**Routing congestion map**

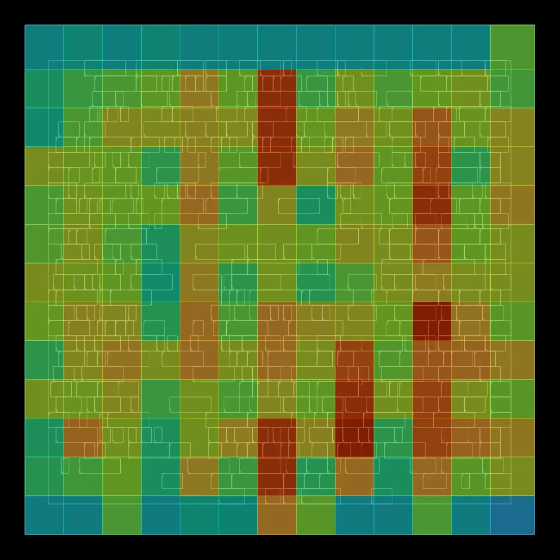
**Where the registers sit**

Other sequential cells in the stronger gray, the rest of the logic in the fainter gray.
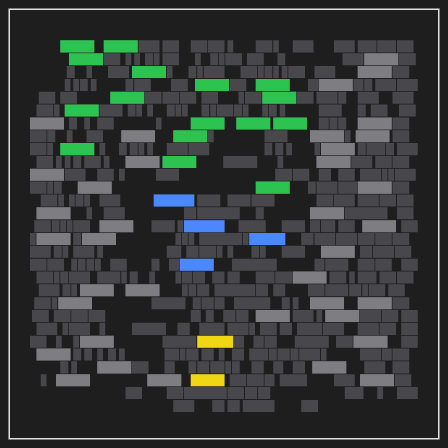
**Port wiring**

Bar = 20 um.
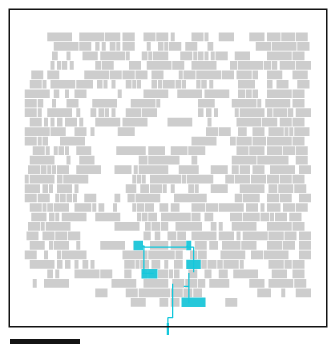
**Signal wires on met2**

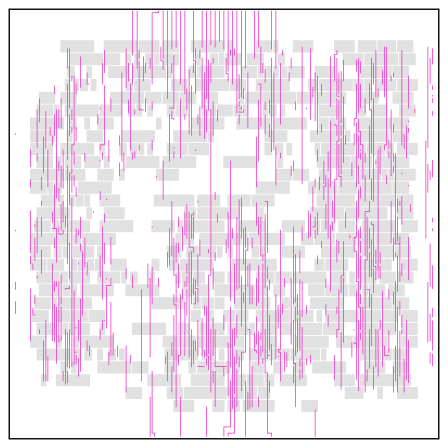
--- config.mk ---
export PLATFORM = sky130hd
export DESIGN_NAME = bus_connect_flat
export DESIGN_NICKNAME = d
export VERILOG_FILES = /design/src/rtl/bus_connect_if.sv /design/src/rtl/bus_connect.sv /design/src/flat_wrapper.sv
export SDC_FILE = /design/constraint.sdc
export NUM_CORES = 1
export LEC_CHECK = 0
export CORE_MARGIN = 4
export CORE_UTILIZATION = 37
export DETAILED_ROUTE_END_ITERATION = 7
export PLACE_DENSITY = 0.84
export SYNTH_ARGS = -nofsm -noshare
export SYNTH_HDL_FRONTEND = slang
export SYNTH_SLANG_ARGS = --single-unit
--- constraint.sdc ---
create_clock -name clk_exe -period 1.7 [get_ports clk_exe]
set_clock_uncertainty 0.1 [all_clocks]
set_input_delay 0.34 -clock clk_exe [delete_from_list [all_inputs] [get_ports clk_exe]]
set_output_delay 0.34 -clock clk_exe [all_outputs]
set_load 0.01 [all_outputs]
--- src/rtl/bus_connect_if.sv ---
// Request, crossbar and DM handshake bundle for bus_connect.
// master = the transfer engine, slave = the PS/crossbar/DM side.
interface bus_connect_if #(
    parameter int RF_DATASIZE      = 16,
    parameter int DM_ADDRESS_WIDTH = 16,
    parameter int IMM_WIDTH        = 8
);
    logic                        ps_bc_ld;
    logic                        ps_bc_st;
    logic                        ps_bc_imm;
    logic                        ps_bc_sext;
    logic [DM_ADDRESS_WIDTH-1:0] ps_bc_add;
    logic [IMM_WIDTH-1:0]        ps_bc_immdt;
    logic [RF_DATASIZE-1:0]      xb_dtx;
    logic [RF_DATASIZE-1:0]      bc_dt;
    logic                        bc_xb_valid;
    logic                        bc_ps_stall;
    logic                        bc_ps_err;
    logic [DM_ADDRESS_WIDTH-1:0] bc_dm_add;
    logic                        bc_dm_rd;
    logic                        bc_dm_wr;
    logic [RF_DATASIZE-1:0]      bc_dm_wdt;
    logic                        dm_bc_ack;
    logic [RF_DATASIZE-1:0]      dm_bc_rdt;

    modport master (
        input  ps_bc_ld, ps_bc_st, ps_bc_imm, ps_bc_sext, ps_bc_add, ps_bc_immdt,
        input  xb_dtx, dm_bc_ack, dm_bc_rdt,
        output bc_dt, bc_xb_valid, bc_ps_stall, bc_ps_err,
        output bc_dm_add, bc_dm_rd, bc_dm_wr, bc_dm_wdt
    );

    modport slave (
        output ps_bc_ld, ps_bc_st, ps_bc_imm, ps_bc_sext, ps_bc_add, ps_bc_immdt,
        output xb_dtx, dm_bc_ack, dm_bc_rdt,
        input  bc_dt, bc_xb_valid, bc_ps_stall, bc_ps_err,
        input  bc_dm_add, bc_dm_rd, bc_dm_wr, bc_dm_wdt
    );
endinterface

--- src/rtl/bus_connect.sv ---
// Registered transfer engine between the crossbar and data memory: DM load,
// DM store or immediate load, one per PS request, with a bounded DM wait.
//
// state   | meaning
// IDLE    | accepting requests (ld > st > imm)
// RD_WAIT | DM read outstanding, waiting for ack or timeout
// WR_WAIT | DM write outstanding, waiting for ack or timeout
module bus_connect #(
    parameter int RF_DATASIZE      = 16,
    parameter int DM_ADDRESS_WIDTH = 16,
    parameter int IMM_WIDTH        = 8,
    parameter int TIMEOUT          = 15
) (
    input  logic          clk_exe,
    input  logic          reset,
    bus_connect_if.master bus
);
    localparam int CNT_W = $clog2(TIMEOUT + 1);

    typedef enum logic [1:0] {IDLE, RD_WAIT, WR_WAIT} state_t;

    state_t                      state_q;
    logic [CNT_W-1:0]            cnt_q;
    logic [CNT_W-1:0]            cnt_inc_d;
    logic                        timeout_d;
    logic [RF_DATASIZE-1:0]      imm_ext_d;
    logic [RF_DATASIZE-1:0]      dt_q;
    logic [RF_DATASIZE-1:0]      wdt_q;
    logic [DM_ADDRESS_WIDTH-1:0] add_q;
    logic                        valid_q;
    logic                        stall_q;
    logic                        err_q;
    logic                        rd_q;
    logic                        wr_q;

    always_comb begin
        imm_ext_d = {RF_DATASIZE{bus.ps_bc_sext & bus.ps_bc_immdt[IMM_WIDTH-1]}};
        imm_ext_d[IMM_WIDTH-1:0] = bus.ps_bc_immdt;
    end

    // The abort fires on the edge that would bring the count to TIMEOUT.
    assign cnt_inc_d = cnt_q + CNT_W'(1);
    assign timeout_d = (cnt_inc_d == CNT_W'(TIMEOUT));

    always_ff @(posedge clk_exe) begin
        if (reset) begin
            state_q <= IDLE;
            cnt_q   <= '0;
            dt_q    <= '0;
            wdt_q   <= '0;
            add_q   <= '0;
            valid_q <= 1'b0;
            stall_q <= 1'b0;
            err_q   <= 1'b0;
            rd_q    <= 1'b0;
            wr_q    <= 1'b0;
        end else begin
            valid_q <= 1'b0;
            err_q   <= 1'b0;
            case (state_q)
                IDLE: begin
                    if (bus.ps_bc_ld) begin
                        add_q   <= bus.ps_bc_add;
                        rd_q    <= 1'b1;
                        stall_q <= 1'b1;
                        cnt_q   <= '0;
                        state_q <= RD_WAIT;
                    end else if (bus.ps_bc_st) begin
                        add_q   <= bus.ps_bc_add;
                        wdt_q   <= bus.xb_dtx;
                        wr_q    <= 1'b1;
                        stall_q <= 1'b1;
                        cnt_q   <= '0;
                        state_q <= WR_WAIT;
                    end else if (bus.ps_bc_imm) begin
                        dt_q    <= imm_ext_d;
                        valid_q <= 1'b1;
                    end
                end
                RD_WAIT: begin
                    if (bus.dm_bc_ack) begin
                        dt_q    <= bus.dm_bc_rdt;
                        valid_q <= 1'b1;
                        rd_q    <= 1'b0;
                        stall_q <= 1'b0;
                        cnt_q   <= '0;
                        state_q <= IDLE;
                    end else if (timeout_d) begin
                        rd_q    <= 1'b0;
                        stall_q <= 1'b0;
                        err_q   <= 1'b1;
                        cnt_q   <= '0;
                        state_q <= IDLE;
                    end else begin
                        cnt_q <= cnt_inc_d;
                    end
                end
                WR_WAIT: begin
                    if (bus.dm_bc_ack) begin
                        wr_q    <= 1'b0;
                        stall_q <= 1'b0;
                        cnt_q   <= '0;
                        state_q <= IDLE;
                    end else if (timeout_d) begin
                        wr_q    <= 1'b0;
                        stall_q <= 1'b0;
                        err_q   <= 1'b1;
                        cnt_q   <= '0;
                        state_q <= IDLE;
                    end else begin
                        cnt_q <= cnt_inc_d;
                    end
                end
                default: begin
                    rd_q    <= 1'b0;
                    wr_q    <= 1'b0;
                    stall_q <= 1'b0;
                    cnt_q   <= '0;
                    state_q <= IDLE;
                end
            endcase
        end
    end

    assign bus.bc_dt       = dt_q;
    assign bus.bc_xb_valid = valid_q;
    assign bus.bc_ps_stall = stall_q;
    assign bus.bc_ps_err   = err_q;
    assign bus.bc_dm_add   = add_q;
    assign bus.bc_dm_rd    = rd_q;
    assign bus.bc_dm_wr    = wr_q;
    assign bus.bc_dm_wdt   = wdt_q;
endmodule

--- src/flat_wrapper.sv ---
// flat-port wrapper written by rule: the top's interface ports become plain ports
module bus_connect_flat 
#(
    parameter int RF_DATASIZE      = 16,
    parameter int DM_ADDRESS_WIDTH = 16,
    parameter int IMM_WIDTH        = 8,
    parameter int TIMEOUT          = 15
)
  (clk_exe, reset, bus_ps_bc_ld, bus_ps_bc_st, bus_ps_bc_imm, bus_ps_bc_sext, bus_ps_bc_add, bus_ps_bc_immdt, bus_xb_dtx, bus_dm_bc_ack, bus_dm_bc_rdt, bus_bc_dt, bus_bc_xb_valid, bus_bc_ps_stall, bus_bc_ps_err, bus_bc_dm_add, bus_bc_dm_rd, bus_bc_dm_wr, bus_bc_dm_wdt);
  bus_connect_if #(.RF_DATASIZE(RF_DATASIZE), .DM_ADDRESS_WIDTH(DM_ADDRESS_WIDTH), .IMM_WIDTH(IMM_WIDTH)) bus_i ();
  input  logic clk_exe;
  input  logic reset;
  input wire logic [$bits(bus_i.ps_bc_ld)-1:0] bus_ps_bc_ld;
  input wire logic [$bits(bus_i.ps_bc_st)-1:0] bus_ps_bc_st;
  input wire logic [$bits(bus_i.ps_bc_imm)-1:0] bus_ps_bc_imm;
  input wire logic [$bits(bus_i.ps_bc_sext)-1:0] bus_ps_bc_sext;
  input wire logic [$bits(bus_i.ps_bc_add)-1:0] bus_ps_bc_add;
  input wire logic [$bits(bus_i.ps_bc_immdt)-1:0] bus_ps_bc_immdt;
  input wire logic [$bits(bus_i.xb_dtx)-1:0] bus_xb_dtx;
  input wire logic [$bits(bus_i.dm_bc_ack)-1:0] bus_dm_bc_ack;
  input wire logic [$bits(bus_i.dm_bc_rdt)-1:0] bus_dm_bc_rdt;
  output wire logic [$bits(bus_i.bc_dt)-1:0] bus_bc_dt;
  output wire logic [$bits(bus_i.bc_xb_valid)-1:0] bus_bc_xb_valid;
  output wire logic [$bits(bus_i.bc_ps_stall)-1:0] bus_bc_ps_stall;
  output wire logic [$bits(bus_i.bc_ps_err)-1:0] bus_bc_ps_err;
  output wire logic [$bits(bus_i.bc_dm_add)-1:0] bus_bc_dm_add;
  output wire logic [$bits(bus_i.bc_dm_rd)-1:0] bus_bc_dm_rd;
  output wire logic [$bits(bus_i.bc_dm_wr)-1:0] bus_bc_dm_wr;
  output wire logic [$bits(bus_i.bc_dm_wdt)-1:0] bus_bc_dm_wdt;
  assign bus_i.ps_bc_ld = bus_ps_bc_ld;
  assign bus_i.ps_bc_st = bus_ps_bc_st;
  assign bus_i.ps_bc_imm = bus_ps_bc_imm;
  assign bus_i.ps_bc_sext = bus_ps_bc_sext;
  assign bus_i.ps_bc_add = bus_ps_bc_add;
  assign bus_i.ps_bc_immdt = bus_ps_bc_immdt;
  assign bus_i.xb_dtx = bus_xb_dtx;
  assign bus_i.dm_bc_ack = bus_dm_bc_ack;
  assign bus_i.dm_bc_rdt = bus_dm_bc_rdt;
  assign bus_bc_dt = bus_i.bc_dt;
  assign bus_bc_xb_valid = bus_i.bc_xb_valid;
  assign bus_bc_ps_stall = bus_i.bc_ps_stall;
  assign bus_bc_ps_err = bus_i.bc_ps_err;
  assign bus_bc_dm_add = bus_i.bc_dm_add;
  assign bus_bc_dm_rd = bus_i.bc_dm_rd;
  assign bus_bc_dm_wr = bus_i.bc_dm_wr;
  assign bus_bc_dm_wdt = bus_i.bc_dm_wdt;
  bus_connect #(.RF_DATASIZE(RF_DATASIZE), .DM_ADDRESS_WIDTH(DM_ADDRESS_WIDTH), .IMM_WIDTH(IMM_WIDTH), .TIMEOUT(TIMEOUT)) u_core (.clk_exe(clk_exe), .reset(reset), .bus(bus_i));
endmodule
==> flow_summary.json <==
{
  "status": "finished, violations left",
  "violations": "setup timing",
  "syn_avg_cell_area_um2": 8.78,
  "combPwrFrac_pct": 28.7,
  "clock_power_share_pct": 29.0,
  "synthTopLogicFamily": "AND-OR/OR-AND gates",
  "critPathBufInv": 1,
  "antenna_cells": 0,
  "cts_max_level": 3,
  "slowest_stage": "dfxtp_4",
  "cts_tree": "yes",
  "hold_depth": 2,
  "fin_area_mm2": 0.00437,
  "routed.top_layer": "met4",
  "ys_cells": 288,
  "period_used_pct": 103,
  "yosysTopAreaCell": "dfxtp_1",
  "vias_per_cell": 5.03,
  "ys_async_sr_fraction_pct": 0,
  "timing.fmax_mhz": 570,
  "relSlewSlack_pct": 75.6,
  "path_clk_slew_ns": 0.06,
  "hpwlAfterDp_mm": 5.22,
  "grtUsageMet2_pct": 28.6,
  "topCellsByArea": "dfxtp_1 47%, nand2_1 11%, a21oi_1 8.7%",
  "fin_ws_ns": -0.0538,
  "report.final.hold_viol_count": 0,
  "path_cells": "ha_4 -> nand2b_4 -> a21bo_4 -> a311oi_4 -> buf_6 -> nor2_1 -> o31ai_1",
  "r2r_start": "u_core.cnt_q[1]",
  "xor_share_pct": 0,
  "drtPass1Iterations": 4,
  "drt_iter0_drc": 94,
  "period_minus_slack_ns": 1.75,
  "clk_latency_ns": 0.33,
  "synth.most_common_cell": "nand2_1",
  "cts_max_path_buffers": 2,
  "worst-path-max-fanout": 5,
  "die-area_mm2": 0.00822,
  "setup_viol": 7,
  "cp.arrival_ns": 1.90,
  "hold_class": "in -> reg",
  "ys.flops": 59,
  "wl_met2_mm": 3.74,
  "required_ns": 1.85,
  "hold_slack_ns": 0.262,
  "syn-cell-area_mm2": 0.00253,
  "worstHoldStart": "reset",
  "p_sw_mw": 1.07,
  "place_ws_ns": -0.265,
  "switching_share_pct": 28.8,
  "place_inst": 478,
  "routed-wl-met3_um": 731,
  "tool_warnings": 32,
  "wl_met1_mm": 3.09,
  "cts_root_buffer": "clkbuf_8",
  "ctsHoldBuffers": 0,
  "synth.mux.area_fraction_pct": 3.17,
  "synth_adder_area_share_pct": 2.47,
  "grt_pass1_vias": 2430,
  "die_w_um": 90.7,
  "ff_type": "dfxtp_1",
  "core-area_mm2": 0.00649,
  "synth_chip_area_mm2": 0.00253,
  "busiest_layer": "met2",
  "area_growth_syn_to_layout_pct": 72.7,
  "power_density_mw_per_mm2": 848,
  "p_leak_nw": 2.01,
  "yosys_warnings": 0,
  "grt_first_pass_wirelength_mm": 11.8,
  "crit_family": "AND-OR/OR-AND gates",
  "ys_seq_share_pct": 46.7,
  "power_mw": 3.70,
  "ys_sh_aoi_pct": 21.5,
  "drv_slew": 0,
  "yosysTopAreaCellShare_pct": 46.7,
  "power.group.top": "sequential cells"
}
## Picture notes: 'routing congestion map'
WL per Instance: 15.3 um
overall routing resource usage: 17.9%
met3 Use GR: 9.33%

## Picture notes: 'where the registers sit'
[yellow] `u_core.state_q` | sequential cells: 2
[green] `u_core.bus.bc_dm_wdt` | sequential cells: 16
[blue] `u_core.cnt_q` | sequential cells: 4 | where: center
not colored: 37
final cell utilization of the core: 67.2%
Flop area: 0.00119 mm2
Seq area share: 27.3%
Seq power: 1.57 mW

## Picture notes: 'port wiring'
[cyan] `bus_ps_bc_ld` | bits: 1 | direction: input | end cells: 6 | buffers: 2 | wire: 56.7 um
Port Buffers: 115
# IOs: 116

## Picture notes: 'signal wires on met2'
nets with wire on the layer: 417
main direction: vertical

-- flip-flops by register name, indices dropped and copies added, names as in the netlist --
register	count
u_core.bus.bc_dm_add	16
u_core.bus.bc_dm_wdt	16
u_core.bus.bc_dt	16
u_core.cnt_q	4
u_core.state_q	2
u_core.bus.bc_dm_rd	1
u_core.bus.bc_dm_wr	1
u_core.bus.bc_ps_err	1
u_core.bus.bc_ps_stall	1
u_core.bus.bc_xb_valid	1
-- cell type report --
type	count	area (um2)	area share, %
clock buffers	12	145	3.32
clock inverters	3	15.0	0.344
inverters	7	28.8	0.659
multi-input cells	202	1360	31.1
flip-flops and latches	59	1190	27.3
well taps	77	96.3	2.21
repair buffers	144	1530	35.1
Power figures rest on the tool's default switching activity, not on a simulated workload.
